[src/rtl/mfp_adc_max10_arbiter.sv]
`default_nettype none
// ============================================================================
// Module   : mfp_adc_max10_arbiter
// Brief    : Packet-level round-robin arbiter sharing one MAX10 ADC
//            command/response stream pair between several requesters.
//            A requester owns the command channel for a whole SOP..EOP
//            packet; responses route back to the owner until the response
//            EOP or a watchdog timeout releases ownership.
// Revision : 1.0 - initial release
// ============================================================================
module mfp_adc_max10_arbiter #(
    parameter int REQ_COUNT = 2,
    parameter int TIMEOUT   = 1023
) (
    input  logic                   CLK,
    input  logic                   RESETn,
    input  logic [REQ_COUNT-1:0]   REQ_C_Valid,
    input  logic [5*REQ_COUNT-1:0] REQ_C_Channel,
    input  logic [REQ_COUNT-1:0]   REQ_C_SOP,
    input  logic [REQ_COUNT-1:0]   REQ_C_EOP,
    output logic [REQ_COUNT-1:0]   REQ_C_Ready,
    output logic [REQ_COUNT-1:0]   REQ_R_Valid,
    output logic [4:0]             REQ_R_Channel,
    output logic [11:0]            REQ_R_Data,
    output logic                   REQ_R_SOP,
    output logic                   REQ_R_EOP,
    output logic                   ADC_C_Valid,
    output logic                   ADC_C_SOP,
    output logic                   ADC_C_EOP,
    output logic [4:0]             ADC_C_Channel,
    input  logic                   ADC_C_Ready,
    input  logic                   ADC_R_Valid,
    input  logic                   ADC_R_SOP,
    input  logic                   ADC_R_EOP,
    input  logic [4:0]             ADC_R_Channel,
    input  logic [11:0]            ADC_R_Data,
    output logic [1:0]             Owner,
    output logic                   Busy,
    output logic                   Timeout
);

    localparam logic [9:0] c_WDOG_LAST = 10'(TIMEOUT - 1);
    localparam logic [2:0] c_REQ_N     = 3'(REQ_COUNT);
    localparam logic [1:0] c_LAST_RST  = 2'(REQ_COUNT - 1);

    typedef enum logic [1:0] {
        ST_IDLE = 2'd0,
        ST_CMD  = 2'd1,
        ST_WAIT = 2'd2
    } state_t;

    state_t     r_state;
    logic [1:0] r_owner;
    logic [1:0] r_last;
    logic [9:0] r_wdog;
    logic       r_timeout;

    // Requester inputs widened to four slots so a 2-bit owner index is always in range
    logic [3:0] w_valid4;
    logic [3:0] w_sop4;
    logic [3:0] w_eop4;
    logic [4:0] w_chan4 [4];
    logic [3:0] w_cand4;
    logic [2:0] w_idx;
    logic [1:0] w_pick;
    logic       w_found;
    logic       w_in_cmd;
    logic       w_active;
    logic       w_own_valid;
    logic       w_own_sop;
    logic       w_own_eop;
    logic [4:0] w_own_chan;
    logic [3:0] w_ready4;
    logic [3:0] w_rvalid4;

    // Pad the per-requester buses out to four slots; missing requesters read as idle
    always_comb begin
        w_valid4 = '0;
        w_sop4   = '0;
        w_eop4   = '0;
        for (int i = 0; i < 4; i++) begin
            w_chan4[i] = '0;
        end
        for (int i = 0; i < REQ_COUNT; i++) begin
            w_valid4[i] = REQ_C_Valid[i];
            w_sop4[i]   = REQ_C_SOP[i];
            w_eop4[i]   = REQ_C_EOP[i];
            w_chan4[i]  = REQ_C_Channel[5*i +: 5];
        end
    end

    assign w_cand4 = w_valid4 & w_sop4;

    // Round-robin search from last+1 upward; descending loop lets the nearest candidate win
    always_comb begin
        w_found = 1'b0;
        w_pick  = '0;
        w_idx   = '0;
        for (int k = REQ_COUNT; k >= 1; k--) begin
            w_idx = {1'b0, r_last} + 3'(k);
            if (w_idx >= c_REQ_N) begin
                w_idx = w_idx - c_REQ_N;
            end
            if (w_cand4[w_idx[1:0]]) begin
                w_found = 1'b1;
                w_pick  = w_idx[1:0];
            end
        end
    end

    assign w_in_cmd    = (r_state == ST_CMD);
    assign w_active    = (r_state != ST_IDLE);
    assign w_own_valid = w_valid4[r_owner];
    assign w_own_sop   = w_sop4[r_owner];
    assign w_own_eop   = w_eop4[r_owner];
    assign w_own_chan  = w_chan4[r_owner];

    // Only the owner sees ADC ready (in CMD) and response valid (in CMD or WAIT)
    always_comb begin
        w_ready4  = '0;
        w_rvalid4 = '0;
        if (w_in_cmd) begin
            w_ready4[r_owner] = ADC_C_Ready;
        end
        if (w_active) begin
            w_rvalid4[r_owner] = ADC_R_Valid;
        end
    end

    assign ADC_C_Valid   = w_in_cmd & w_own_valid;
    assign ADC_C_SOP     = w_in_cmd & w_own_sop;
    assign ADC_C_EOP     = w_in_cmd & w_own_eop;
    assign ADC_C_Channel = w_in_cmd ? w_own_chan : 5'd0;

    assign REQ_C_Ready   = w_ready4[REQ_COUNT-1:0];
    assign REQ_R_Valid   = w_rvalid4[REQ_COUNT-1:0];
    assign REQ_R_Channel = ADC_R_Channel;
    assign REQ_R_Data    = ADC_R_Data;
    assign REQ_R_SOP     = ADC_R_SOP;
    assign REQ_R_EOP     = ADC_R_EOP;

    assign Owner   = r_owner;
    assign Busy    = w_active;
    assign Timeout = r_timeout;

    // Ownership FSM: grant on SOP, hold through command EOP, release on response EOP or watchdog
    always_ff @(posedge CLK or negedge RESETn) begin
        if (!RESETn) begin
            r_state   <= ST_IDLE;
            r_owner   <= '0;
            r_last    <= c_LAST_RST;
            r_wdog    <= '0;
            r_timeout <= 1'b0;
        end else begin
            r_timeout <= 1'b0;
            case (r_state)
                ST_IDLE: begin
                    if (w_found) begin
                        r_owner <= w_pick;
                        r_state <= ST_CMD;
                    end
                end
                ST_CMD: begin
                    if (w_own_valid && w_own_eop && ADC_C_Ready) begin
                        r_state <= ST_WAIT;
                        r_wdog  <= '0;
                    end
                end
                ST_WAIT: begin
                    if (ADC_R_Valid) begin
                        // Any response proves the ADC is alive; a response EOP wins over expiry
                        r_wdog <= '0;
                        if (ADC_R_EOP) begin
                            r_state <= ST_IDLE;
                            r_last  <= r_owner;
                        end
                    end else if (r_wdog == c_WDOG_LAST) begin
                        r_state   <= ST_IDLE;
                        r_last    <= r_owner;
                        r_timeout <= 1'b1;
                    end else begin
                        r_wdog <= r_wdog + 10'd1;
                    end
                end
                default: begin
                    r_state <= ST_IDLE;
                end
            endcase
        end
    end

endmodule
`default_nettype wire

[config.mk]
export PLATFORM = sky130hd
export DESIGN_NAME = mfp_adc_max10_arbiter
export DESIGN_NICKNAME = d
export VERILOG_FILES = /design/src/rtl/mfp_adc_max10_arbiter.sv
export SDC_FILE = /design/constraint.sdc
export NUM_CORES = 1
export LEC_CHECK = 0
export CAP_MARGIN = 20
export CELL_PAD_IN_SITES_DETAIL_PLACEMENT = 1
export CELL_PAD_IN_SITES_GLOBAL_PLACEMENT = 1
export CORE_MARGIN = 2
export CORE_UTILIZATION = 28
export CTS_CLUSTER_SIZE = 14
export DETAILED_ROUTE_END_ITERATION = 10
export PLACE_DENSITY = 0.77
export SYNTH_ARGS = -nofsm -noshare
export SYNTH_HDL_FRONTEND = slang
export SYNTH_SLANG_ARGS = --single-unit
[constraint.sdc]
create_clock -name CLK -period 3.6 [get_ports CLK]
set_clock_uncertainty 0.2 [all_clocks]
set_input_delay 0.72 -clock CLK [delete_from_list [all_inputs] [get_ports CLK]]
set_output_delay 0.72 -clock CLK [all_outputs]
set_load 0.02 [all_outputs]
Figure 1. Metal 3 (run 1).
The bar under the picture is 20 um long. Cells faint in the background.
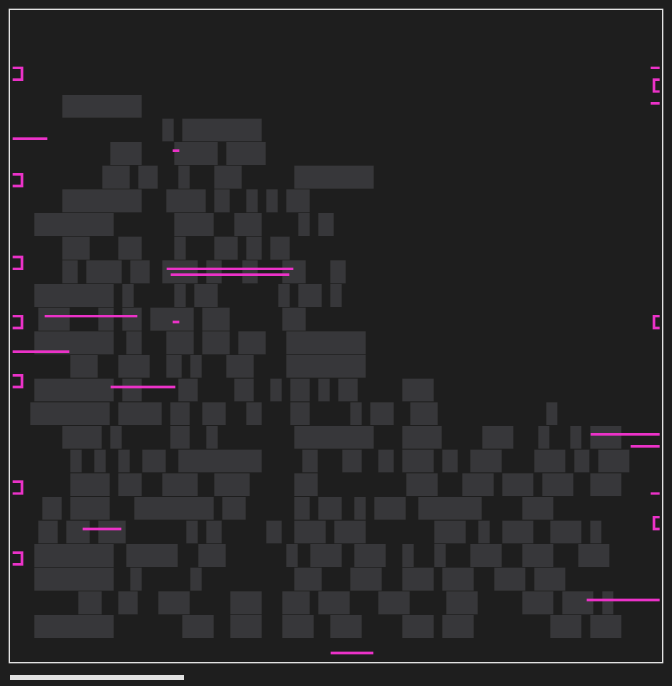
nets with wire on the layer: 22
main direction: horizontal
longest straight run: 14.3 um

Figure 2. Routed metal, one color a layer (run 1).
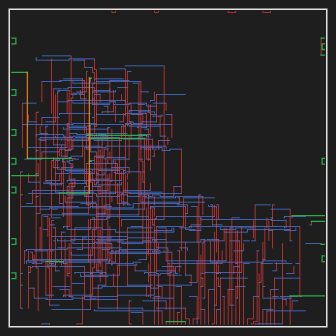
legend:
  red:
    layer: met2
    wire_length: 2,050 um
  orange:
    layer: met4
    wire_length: 47.6 um
  green:
    layer: met3
    wire_length: 115 um
  blue:
    layer: met1
    wire_length: 1,780 um

==> run summary, run 1 <==
impl run done, here's what came out: CTS tree done, Max Slew Vio Count 0, worst path bufs/invs 2, slowest stage delay, CP between 600 and 700 ps, crit-path cells clkdlybuf4s50_1 > nor4b_1 > clkdlybuf4s50_1, n_diodes 0, overall power 1.081 mW, core area around 4800 um2, fp_density between 20 and 30%, RSZ-0062 raised after global routing no, Worst R2R Setup Slack 1470 ps, DRC 0, status completed, worst min-delay path category register to register, CP max-delay cell clkdlybuf4s50_1, Synth logic family AND-OR/OR-AND gates, largest net degree at the start of global routing 18, f_max approximately 0.31 GHz, Crit path max-delay family buffers and inverters, routed vias/inst around 5.2, routability congestion estimate just under 0.9, placed inst area between 1500 and 2000 um2, DR vias about 1,300, Log Warnings 29, fin crit share approximately 90%, Flops after synth 17, htree depth 1, hold path cells 1, final wirelength roughly 4000 um, Startpoint Class input pin, minimum clock period about 3200 ps, Clock Sinks 17, Cell Type Count 47, DIE AREA 5624 um2, CTS Buffer Depth 2, Post-DRT Antenna Nets 0, Setup TNS 0 ps, Pleak around 0.7 nW, R2R Path Start Owner[0], fillers roughly 570, Crit Path Max Fanout 8, FFs w/ async S/R, synth 100.0%, Compound Share, Synth 24.73%, Die Ht about 75 um, vias in the first global route between 1,000 and 1,500, yosys synthesis chip area between 1000 and 1500 um2, Setup Fix Bufs, Post-CTS 0, R2R depth 5, Setup crit start ADC_R_Valid, mux frac, synth approximately 8.0%, Post-layout nets ~220, Worst Setup End Kind output port, DR iter-0 viols 31, fin area around 1800 um2, Hold Path Sink r_wdog[8], worst rel slew slack ~48%, Inst Count DP roughly 240, Post-Synthesis Cell Area between 1000 and 1500 um2, Layout Cells excl Fill ~240, DRT Pass-1 Iters 4, CTS buffer count 3, Hold Buf Count CTS 0, yosys warns 0, Main synth FF type dfrtp_1, XOR-XNOR Cells, Area Fraction 0%
Figure 3. Clock network drawn from the DEF (run 1).
The bar under the picture is 20 um long.
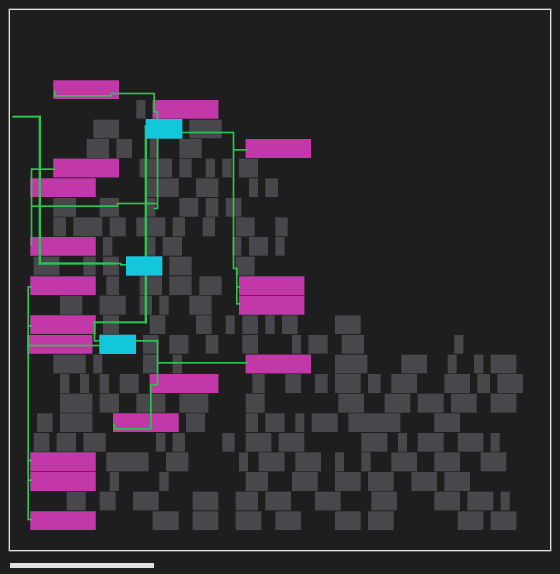
legend:
  magenta:
    item: flip-flops
    count: 17
  cyan:
    item: cells driving clock nets
    count: 3
  green:
    item: clock wires
    length: 261 um
routed clock nets: 4

-- run 1: kinds of logic (layout without fill, tap and decap cells) --
group	Yosys count	in the layout
compound gates	45	45
flops	17	17
mux	11	11
buf+inv	40	58
fa+ha+maj	5	5
simple gates	41	41
-- run 1: where the power goes --
group	leakage, nW	switching, mW	internal [mW]
sequential	0.229	0.0195	0.221
combinational	0.445	0.405	0.287
clock	0.0228	0.0688	0.0787
-- run 1: how the worst max path moves through the flow --
| stage | end | cells after the start | slack [ps] |
|---|---|---|---|
| final | REQ_R_Valid[1] | 3 | 400 |
| after global routing | REQ_R_Valid[0] | 3 | 280 |
| after CTS | REQ_R_Valid[0] | 3 | 380 |
| after detailed placement | REQ_R_Valid[0] | 3 | 390 |
| after global placement | REQ_R_Valid[1] | 3 | 450 |
| after floorplan | REQ_R_Valid[0] | 2 | 1070 |
-- run 1: sequential cells by signal, summed over array words and instances (netlist names) --
name and cells:
Owner 2, Timeout 1, r_last 2, r_state 2, r_wdog 10
-- run 1: placed cells by master, fill, tap and decap left out, types with 2 or more instances in the layout --
master,synthesis,routed
clkdlybuf4s50_1,0,37
dfrtp_1,16,16
inv_1,15,15
mux2i_1,9,9
nor2_1,9,9
nand2_1,7,7
nand3_1,7,7
o211ai_1,6,6
o22ai_1,5,5
ha_1,5,5
nor3_1,4,4
o21ai_0,4,4
nand2b_1,3,3
a221oi_1,3,3
a22oi_1,3,3
a31oi_1,3,3
clkbuf_8,0,3
nor4b_1,2,2
nor2b_1,2,2
a21oi_1,2,2
a211oi_1,2,2
a21boi_0,2,2
mux2_2,2,2
o22a_1,2,2
buf_4,19,2
-- run 1: final cells by class --
class / instances / area, um2 / share of cell area (%)
multi-input combinational: 102 / 755.7 / 43.11
inverter: 15 / 56.30 / 3.212
timing repair buffer: 39 / 385.4 / 21.98
tap: 67 / 83.83 / 4.782
sequential: 17 / 426.7 / 24.34
clock buffer: 4 / 45.04 / 2.570
-- run 1: synthesized netlist by cell type (all sizes together) (4+ instances only) --
library cell	instances	area, um2
buf	22	161.4
dfrtp	16	400.4
inv	15	56.30
mux2i	9	90.09
nor2	9	33.78
nand2	7	26.28
nand3	7	35.03
o211ai	6	45.04
ha	5	62.56
o21ai	5	25.02
o22ai	5	31.28
nor3	4	20.02
-- run 1: routing by layer --
metal / track usage (%) / vias to the layer above / routed length [um]
met5: 0 / - / 0
met4: 4.960 / 0 / 47
met3: 1.473 / 5 / 115
met2: 27.97 / 19 / 2047
met1: 20.38 / 640 / 1783
li1: - / 606 / -
-- run 1: worst reg2reg max path: stages (launching register included) --
cell and delay, ps:
dfrtp_1 380, buf_4 200, nand3b_4 180, a211o_1 440, a2111o_1 490, o22ai_1 170
-- run 1: metrics by stage --
stage | hold slack [ps] | utilization [%] | worst slack, ps
after global placement | 280.2 | 35.69 | 452.4
after CTS | 298.2 | 36.63 | 380.4
after global routing | 331.3 | 36.63 | 284.1
after detailed placement | 283.2 | 35.69 | 386.0
after floorplan | 224.4 | - | 1074
final | 294.3 | 36.63 | 397.8
==> inputs of run 2 (changes only) <==
--- a/config.mk
+++ b/config.mk
@@ -8,10 +8,12 @@
 export CAP_MARGIN = 20
 export CELL_PAD_IN_SITES_DETAIL_PLACEMENT = 1
 export CELL_PAD_IN_SITES_GLOBAL_PLACEMENT = 1
+export CORE_ASPECT_RATIO = 1.4
 export CORE_MARGIN = 2
 export CORE_UTILIZATION = 28
 export CTS_CLUSTER_SIZE = 14
 export DETAILED_ROUTE_END_ITERATION = 10
+export MAX_ROUTING_LAYER = met4
 export PLACE_DENSITY = 0.77
 export SYNTH_ARGS = -nofsm -noshare
 export SYNTH_HDL_FRONTEND = slang
Figure 4. Routing congestion (run 2).
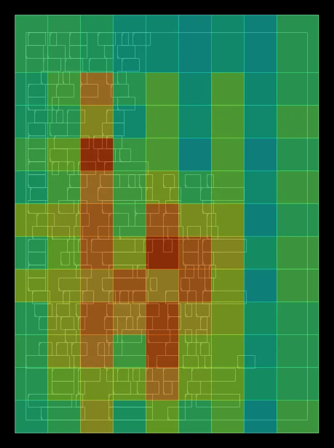
met2 Track Usage GR: 27.08%
global routing usage on met3: 1.928%
Final Util: 36.12%

Figure 5. Routed metal, one color a layer (run 2).
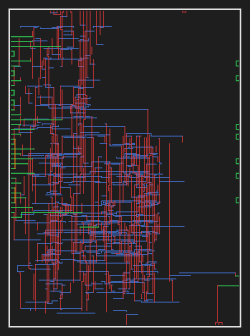
legend:
  red:
    layer: met2
    wire_length: 2,030 um
  blue:
    layer: met1
    wire_length: 1,480 um
  orange:
    layer: met4
    wire_length: 12.2 um
  green:
    layer: met3
    wire_length: 171 um

==> run 2 against run 1 <==
Power shrank 1.1%. Fmax grew 0.55%. Via count fell by 0.63%. Area after synthesis unchanged. Sequential cell count is the same. Clock power is 3% lower. Sequential power hardly changed. Wire length shrank 7.6%. Sequential share of layout area rose by 0.052 points. First-iteration DRC count decreased by 6.5%. Critical endpoint unchanged. Highest routed layer unchanged.
==> run summary, run 2 <==
impl run done, here's what came out: status completed, Post-synth EDFFs 0, Seq pwr share 22.5% (+0.3 points), hold path cells 1 (unchanged), max reg flops 10 (unchanged), Clock Power Share 13.5% (-0.2 points), yosys synthesis chip area 1411 um2 (unchanged), Switch Pwr 0.4822 mW (-2.3%), combinational fraction of design power 64.0% (about the same), Flops after synth 17 (unchanged), most common logic cells in the final layout clkdlybuf4s50_1, dfrtp_1, inv_1, mux2i_1, nor2_1, commonest cells in the netlist buf_4, dfrtp_1, inv_1, Clock Root Buffer clkbuf_8, n_diodes 0 (unchanged), Worst Tran Pin Value roughly 780 ps, CTS tree done, count of final hold-check violations 0, Setup Viol. Count Final 0, Post-Synthesis Cell Area 1411 um2 (unchanged), Syn Inst Count roughly 160, syn nets about 200, initial antenna violation count 0, Area Overhead vs Synth 23.94%, cell type with the largest total area dfrtp_1, Post-synth seq share between 30% and 40%, CP endpoint REQ_R_Valid[1], R2R Path Start r_wdog[0], DRT Pass-1 Iters 4 (unchanged), core area 4842 um2 (+1.2%), Peak VDD IR 0.0003133 V, vias in the first global route 1,382 (+1.7%), # resized after CTS 0, Worst Setup End Kind output port, Late-Pin Clk Latency 250 ps, RSZ-0062 raised after global routing no, FA/HA/MAJ Cells, Area Fraction 4.433%, CTS Buffer Depth 2 (unchanged), P per Cell Area between 600 and 700 nW/um2, crit path DAT approximately 2300 ps, RR Endpoint r_last[1], CP dominant cell by count clkdlybuf4s50_1, largest register by flop count r_wdog, minimum clock period 3185 ps (-17.42 ps), routed vias/inst 5.237 (+0.61%), worst path required time about 2700 ps, GRT busiest layer met2, Synth logic family AND-OR/OR-AND gates, f_max 0.3140 GHz (+0.55%), fillers 561 (-0.71%), top cells, area dfrtp_1, buf_4, mux2i_1, switch share 45.12% (-0.56 points), Row Count 30, met1 usage 15.13% (-5.2 points), slowest stage delay, CP 660 ps (about the same), Die X-Extent about 64 um, largest net degree at the start of global routing 18 (unchanged), Clock Sinks 17 (unchanged), CTS buffer count 3 (unchanged), Setup TNS 0 ps (unchanged), DR iter-0 viols 29 (-6.5%), final wirelength 3688 um (-7.6%), overall routing resource usage 14.13%, Max Slew Vio Count 0 (unchanged), max capacitance violation total 0, DR vias 1,262 (-0.63%), Crit Path Max Fanout 8 (unchanged), routability congestion estimate 0.8051 (-6.9%), yosys cell count ~160, htree depth 1 (unchanged), DRC 0 (unchanged), mux frac, synth 7.979% (unchanged), Setup crit start ADC_R_Valid, final hold slack 296.6 ps (+2.286 ps), Ports 74, crit-path cells clkdlybuf4s50_1 > nor4b_1 > clkdlybuf4s50_1, worst min-delay path category register to register, Post-Synth Simple-Gate Area approximately 16%, Avg WL per Cell ~15 um, Log Warnings 29 (unchanged), Post-DRT Antenna Nets 0 (unchanged), crit path kind input pin to output port, Syn Area/Cell 8.876 um2, Die Ht 88.01 um (+17%), global-route wire length before repair 6292 um, XOR-XNOR Cells, Area Fraction 0% (unchanged), Cell Type Count 47 (unchanged), clock-pin slew on the worst setup and hold paths ~70 ps, Top-area cell share 28.37% (unchanged), Inst Count DP 237 (-1.3%), Startpoint Class input pin, Main synth FF type dfrtp_1, worst rel slew slack 48.15% (-0.34 points), yosys warns 0 (unchanged), DP Wirelength approximately 3000 um, # port buffers 37, Compound Share, Synth 24.73% (unchanged), internal power 0.5866 mW (about the same), grt total ovfl 0, DIE AREA 5633 um2 (+0.15%), Layout Cells excl Fill 241 (-1.2%), CP max-delay cell clkdlybuf4s50_1, fin crit share 88.47% (-0.48 points), Setup Fix Bufs, Post-CTS 0 (unchanged), Post-layout nets 222 (unchanged), most numerous cell in the Yosys netlist buf_4, FFs w/ async S/R, synth 100.0% (unchanged), Pleak 0.6969 nW (unchanged), Commonest Layout Cell clkdlybuf4s50_1, R2R depth 6 (+1), Hold Buf Count CTS 0 (unchanged), Worst R2R Setup Slack 1460 ps (about the same), fraction of layout cells with a size suffix above 1 6.780%, fp_density 29.15% (-0.34 points)
Figure 6. Metal 3 (run 2).
The bar under the picture is 20 um long. Cells faint in the background.
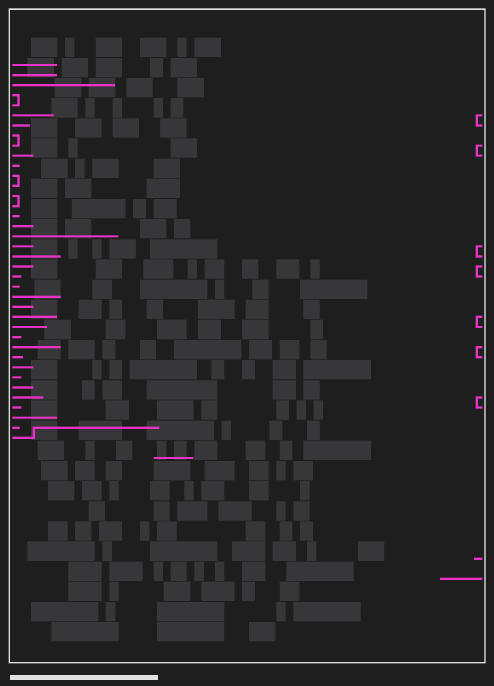
wire length on this layer: 171 um
share of all routed wire: 4.6%

## run 2: power groups by stage
stage          Clock, mW  Sequential, mW  Combinational [mW]
4_1_cts            0.146           0.240               0.694
6_report           0.144           0.240               0.685
3_3_place_gp           0           0.241               0.685
2_1_floorplan          0           0.251               0.441
5_1_grt            0.154           0.243               0.744
3_5_place_dp           0           0.243               0.690
## run 2: metal layers
metal	wire length [um]	vias to the layer above
li1	-	610
met1	1475	618
met2	2028	30
met3	171	4
met4	12	0
met5	0	-
## run 2: critical path: cells and delay by family
kind	cells	cell delay, ps
buf+inv	2	1270
simple gates	1	280
## run 2: worst min-delay path by stage
stage | start | end | slack (ps)
3_3_place_gp | r_wdog[8] | r_wdog[8] | 270
3_5_place_dp | r_wdog[8] | r_wdog[8] | 280
5_1_grt | r_wdog[8] | r_wdog[8] | 320
4_1_cts | r_wdog[8] | r_wdog[8] | 300
6_report | r_wdog[8] | r_wdog[8] | 300
2_1_floorplan | RESETn | Owner[0] | 220
## run 2: logic make-up after synthesis
kind of cell,count (synthesis)
DFF,17
AOI/OAI and AO/OA,45
buffers and inverters,40
adders and majority gates,5
and+or+nand+nor,41
muxes,11
## run 2: metrics by stage
| step | total power [mW] | instance area (um2) | utilization, % | setup slack, ps |
|---|---|---|---|---|
| after detailed placement | 0.9331 | 1704 | 35.19 | 406.4 |
| final | 1.069 | 1749 | 36.12 | 415.2 |
| after floorplan | 0.6922 | 1411 | - | 1074 |
| after CTS | 1.080 | 1749 | 36.12 | 386.3 |
| after global placement | 0.9261 | 1704 | 35.19 | 444.6 |
| after global routing | 1.140 | 1749 | 36.12 | 306.0 |
## run 2: final cells by class
| cell class | instances | area [um2] | share of cell area (%) |
|---|---|---|---|
| tap | 64 | 80.08 | 4.578 |
| timing repair buffer | 39 | 385.4 | 22.03 |
| clock buffer | 4 | 45.04 | 2.575 |
| multi-input combinational | 102 | 755.7 | 43.20 |
| inverter | 15 | 56.30 | 3.219 |
| sequential | 17 | 426.7 | 24.39 |
Power figures rest on the tool's default switching activity, not on a simulated workload.
